--- src/rtl/pipe_scheduler.sv ---
// rtl/pipe_scheduler.sv - scroll sequencer: shift strobe, LFSR-gapped pipe columns, speed ramp
module pipe_scheduler #(
    parameter int         ROWS        = 16,
    parameter int         GAP         = 4,
    parameter int         SPACING     = 4,
    parameter int         PERIOD_INIT = 48,
    parameter int         PERIOD_MIN  = 16,
    parameter int         PERIOD_STEP = 4,
    parameter int         RAMP_PIPES  = 8,
    parameter logic [7:0] LFSR_SEED   = 8'hA5
) (
    input  logic            clk,
    input  logic            reset,
    input  logic            start,
    input  logic            gameover,
    input  logic            tick,
    output logic            clkP,
    output logic [ROWS-1:0] newPipe,
    output logic [7:0]      pipe_count,
    output logic [7:0]      period,
    output logic            running
);

    localparam logic [1:0] IDLE = 2'd0;
    localparam logic [1:0] RUN  = 2'd1;
    localparam logic [1:0] OVER = 2'd2;

    localparam logic [7:0] P_INIT   = 8'(PERIOD_INIT);
    localparam logic [7:0] P_MIN    = 8'(PERIOD_MIN);
    localparam logic [7:0] P_STEP   = 8'(PERIOD_STEP);
    localparam logic [7:0] COL_LAST = 8'(SPACING - 1);
    localparam logic [7:0] RAMP_LAST = 8'(RAMP_PIPES - 1);
    localparam int         MAX_TOP  = ROWS - GAP;

    logic [1:0]      state;
    logic [7:0]      tickCnt;
    logic [7:0]      colCnt;
    logic [7:0]      rampCnt;
    logic [7:0]      lfsr;
    logic [7:0]      lfsrNext;
    logic [7:0]      periodNext;
    int              gapTop;
    logic [ROWS-1:0] pipeCol;

    assign lfsrNext   = {lfsr[6:0], lfsr[7] ^ lfsr[5] ^ lfsr[4] ^ lfsr[3]};
    assign periodNext = (period >= P_MIN + P_STEP) ? period - P_STEP : P_MIN;

    // Folding the raw nibble back keeps the whole gap inside the field.
    always_comb begin
        gapTop = int'(lfsr[3:0]);
        if (gapTop > MAX_TOP)
            gapTop = gapTop - (MAX_TOP + 1);
        pipeCol = '1;
        for (int i = 0; i < ROWS; i++) begin
            if (i >= gapTop && i < gapTop + GAP)
                pipeCol[i] = 1'b0;
        end
    end

    always_ff @(posedge clk) begin
        if (reset) begin
            state      <= IDLE;
            clkP       <= 1'b0;
            newPipe    <= '0;
            pipe_count <= 8'd0;
            running    <= 1'b0;
            period     <= P_INIT;
            tickCnt    <= 8'd0;
            colCnt     <= 8'd0;
            rampCnt    <= 8'd0;
            lfsr       <= LFSR_SEED;
        end else begin
            clkP <= 1'b0;
            case (state)
                IDLE, OVER: begin
                    if (start && !gameover) begin
                        state      <= RUN;
                        running    <= 1'b1;
                        pipe_count <= 8'd0;
                        period     <= P_INIT;
                        tickCnt    <= 8'd0;
                        colCnt     <= 8'd0;
                        rampCnt    <= 8'd0;
                        lfsr       <= LFSR_SEED;
                    end
                end
                RUN: begin
                    // gameover is checked first so a completing period cannot still strobe.
                    if (gameover) begin
                        state   <= OVER;
                        running <= 1'b0;
                    end else if (tick) begin
                        if (tickCnt == period - 8'd1) begin
                            tickCnt <= 8'd0;
                            clkP    <= 1'b1;
                            colCnt  <= (colCnt == COL_LAST) ? 8'd0 : colCnt + 8'd1;
                            if (colCnt == 8'd0) begin
                                newPipe <= pipeCol;
                                lfsr    <= lfsrNext;
                                if (pipe_count != 8'd255)
                                    pipe_count <= pipe_count + 8'd1;
                                if (rampCnt == RAMP_LAST) begin
                                    rampCnt <= 8'd0;
                                    period  <= periodNext;
                                end else begin
                                    rampCnt <= rampCnt + 8'd1;
                                end
                            end else begin
                                newPipe <= '0;
                            end
                        end else begin
                            tickCnt <= tickCnt + 8'd1;
                        end
                    end
                end
                default: begin
                    state   <= IDLE;
                    running <= 1'b0;
                end
            endcase
        end
    end

endmodule

--- config.mk ---
export PLATFORM = sky130hd
export DESIGN_NAME = pipe_scheduler
export DESIGN_NICKNAME = d
export VERILOG_FILES = /design/src/rtl/pipe_scheduler.sv
export SDC_FILE = /design/constraint.sdc
export NUM_CORES = 1
export LEC_CHECK = 0
export CAP_MARGIN = 20
export CORE_MARGIN = 4
export CORE_UTILIZATION = 28
export DETAILED_ROUTE_END_ITERATION = 16
export PLACE_DENSITY = 0.57
export SYNTH_ARGS = -nofsm -noshare
export SYNTH_HDL_FRONTEND = slang
export SYNTH_SLANG_ARGS = --single-unit
--- constraint.sdc ---
create_clock -name clk -period 3.7 [get_ports clk]
set_input_delay 0.37 -clock clk [delete_from_list [all_inputs] [get_ports clk]]
set_output_delay 0.37 -clock clk [all_outputs]
set_load 0.01 [all_outputs]
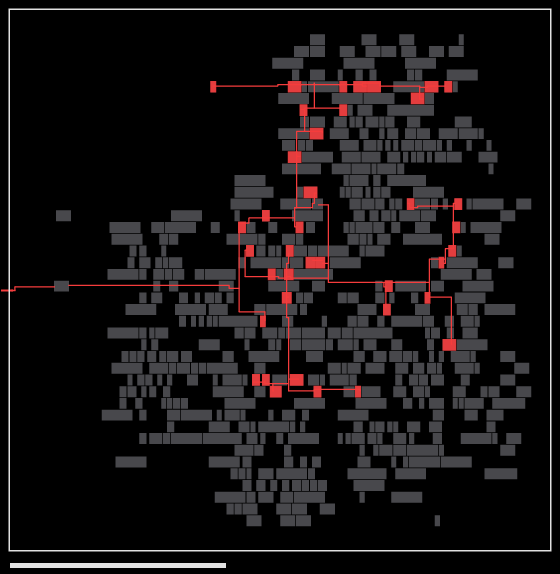
Fig. 1. Port wiring.
Scale bar: 50 µm.
| colour | port | direction | end cells | buffers | wire |
|---|---|---|---|---|---|
| red | reset | input | 39 | 2 | 417 µm |
Ports: 39
I/O Buffers: 36

==> flow_metrics.py <==
# Metrics from the implementation run
metrics = {
    "finish": {
        "comb_share_pct": 50.3,
        "sh_seq_area_pct": 28.0,
        "drive_above_1_share_pct": 7.47,
        "clk_share_pct": 6.70,
        "buffer_area_share_pct": 9.06,
        "layout.nets": 528,
        "inv_count": 16,
    },
    "sta": {
        "rsz0062_at_grt": "no",
        "maxSlewViolCount": 0,
        "setup_ws_ns": 0.595,
        "tightestPinTransition_ns": 0.948,
        "relSlewSlack_pct": 36.8,
    },
    "synthesis": {
        "yosys_area_mm2": 0.00385,
        "yosysWarnings": 0,
        "synth-xor-area-share_pct": 4.10,
        "synthFlopType": "dfxtp_1",
        "synth.cell_area_mm2": 0.00385,
        "ys_sh_simple_pct": 26.6,
    },
    "cts": {
        "cts.repair.resized": 0,
        "hold_buffers": 0,
        "cts_sinks": 66,
        "tritoncts": "yes",
    },
    "setup_path": {
        "crit_path_start_kind": "flip-flop",
        "worstPathArrival_ns": 3.35,
        "critPathCapture": "newPipe[9]",
        "crit_cells": 13,
        "cpMaxStageDelayCell": "dfxtp_1",
        "crit_start": "lfsr[0]",
    },
    "detailed_routing": {
        "postRouteAntennaNets": 0,
        "drtIter0Drc": 319,
    },
    "die": {
        "fp.dieH_um": 125,
    },
    "global_route": {
        "grt_pass1_wl_um": 17000,
        "antenna_found_initial": 0,
    },
    "status": {
        "status": "complete, no violations",
    },
    "placed_design": {
        "placedCellCount": 669,
        "dpl.hpwl_um": 7310,
    },
}
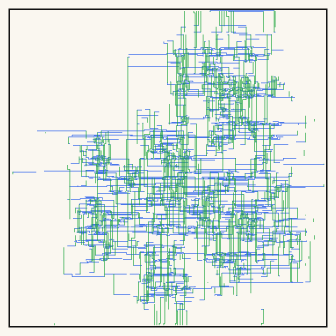
Fig. 2. Routed metal, one colour a layer.
Only two layers are drawn.
| colour | layer | wire length |
|---|---|---|
| blue | metal 1 | 4820 µm |
| green | metal 2 | 4690 µm |
Tot GR Track Use: 13.3%
Vias: 3594
routed len/inst: 14.9 µm
drt total wl: 10200 µm

==> layer usage <==
metal	share of wire [%]	vias up	global-route usage (%)
li1	-	1812	-
met1	47	1689	18.0
met5	0	-	0
met3	5.7	6	3.62
met4	1.1	0	3.83
met2	46	87	20.7
==> registers in the layout, summed over array words and instances, names as in the netlist <==
register,count
rampCnt,8
tickCnt,8
newPipe,16
lfsr,8
period,6
colCnt,8
running,1
clkP,1
pipe_count,8
state,2
==> how the worst min path moves through the flow <==
stage,endpoint,slack [ns],depth (start not counted)
floorplan,rampCnt[7],0.43,1
global placement,newPipe[0],0.45,2
detailed placement,newPipe[5],0.45,2
CTS,newPipe[1],0.46,2
global route,newPipe[5],0.48,2
finish,newPipe[5],0.45,2
==> where the power goes <==
part,total [µW],switching [µW],internal [µW],leakage [µW]
registers,718,3.97,714,0.000532
logic,82.3,55.8,26.5,0.000993
clock network,895,317,578,0.000152
total,1700,377,1320,0.00168
==> cell usage after synthesis, drive strengths merged (6+ instances only) <==
cell	n	area, µm²
clkbuf	18	67.6
nand3	42	210
ha	19	238
nand2	45	169
xor2	12	105
or3	8	50.1
nor3	7	35.0
buf	8	40.0
a21oi	41	205
and3	7	43.8
nor2	32	120
o21ai	12	60.1
nand2b	8	50.1
nand4	13	87.6
dfxtp	66	1320
xnor2	6	52.6
o41ai	9	78.8
inv	16	60.1
==> stage by stage <==
stage | area [µm²] | utilization, % | hold WS, ns
3_3_place_gp | 4410 | 33.0 | 0.447
3_5_place_dp | 4410 | 33.0 | 0.450
6_report | 4720 | 35.4 | 0.455
5_1_grt | 4720 | 35.4 | 0.482
4_1_cts | 4720 | 35.4 | 0.459
2_1_floorplan | 3870 | - | 0.433
Power figures rest on the tool's default switching activity, not on a simulated workload.
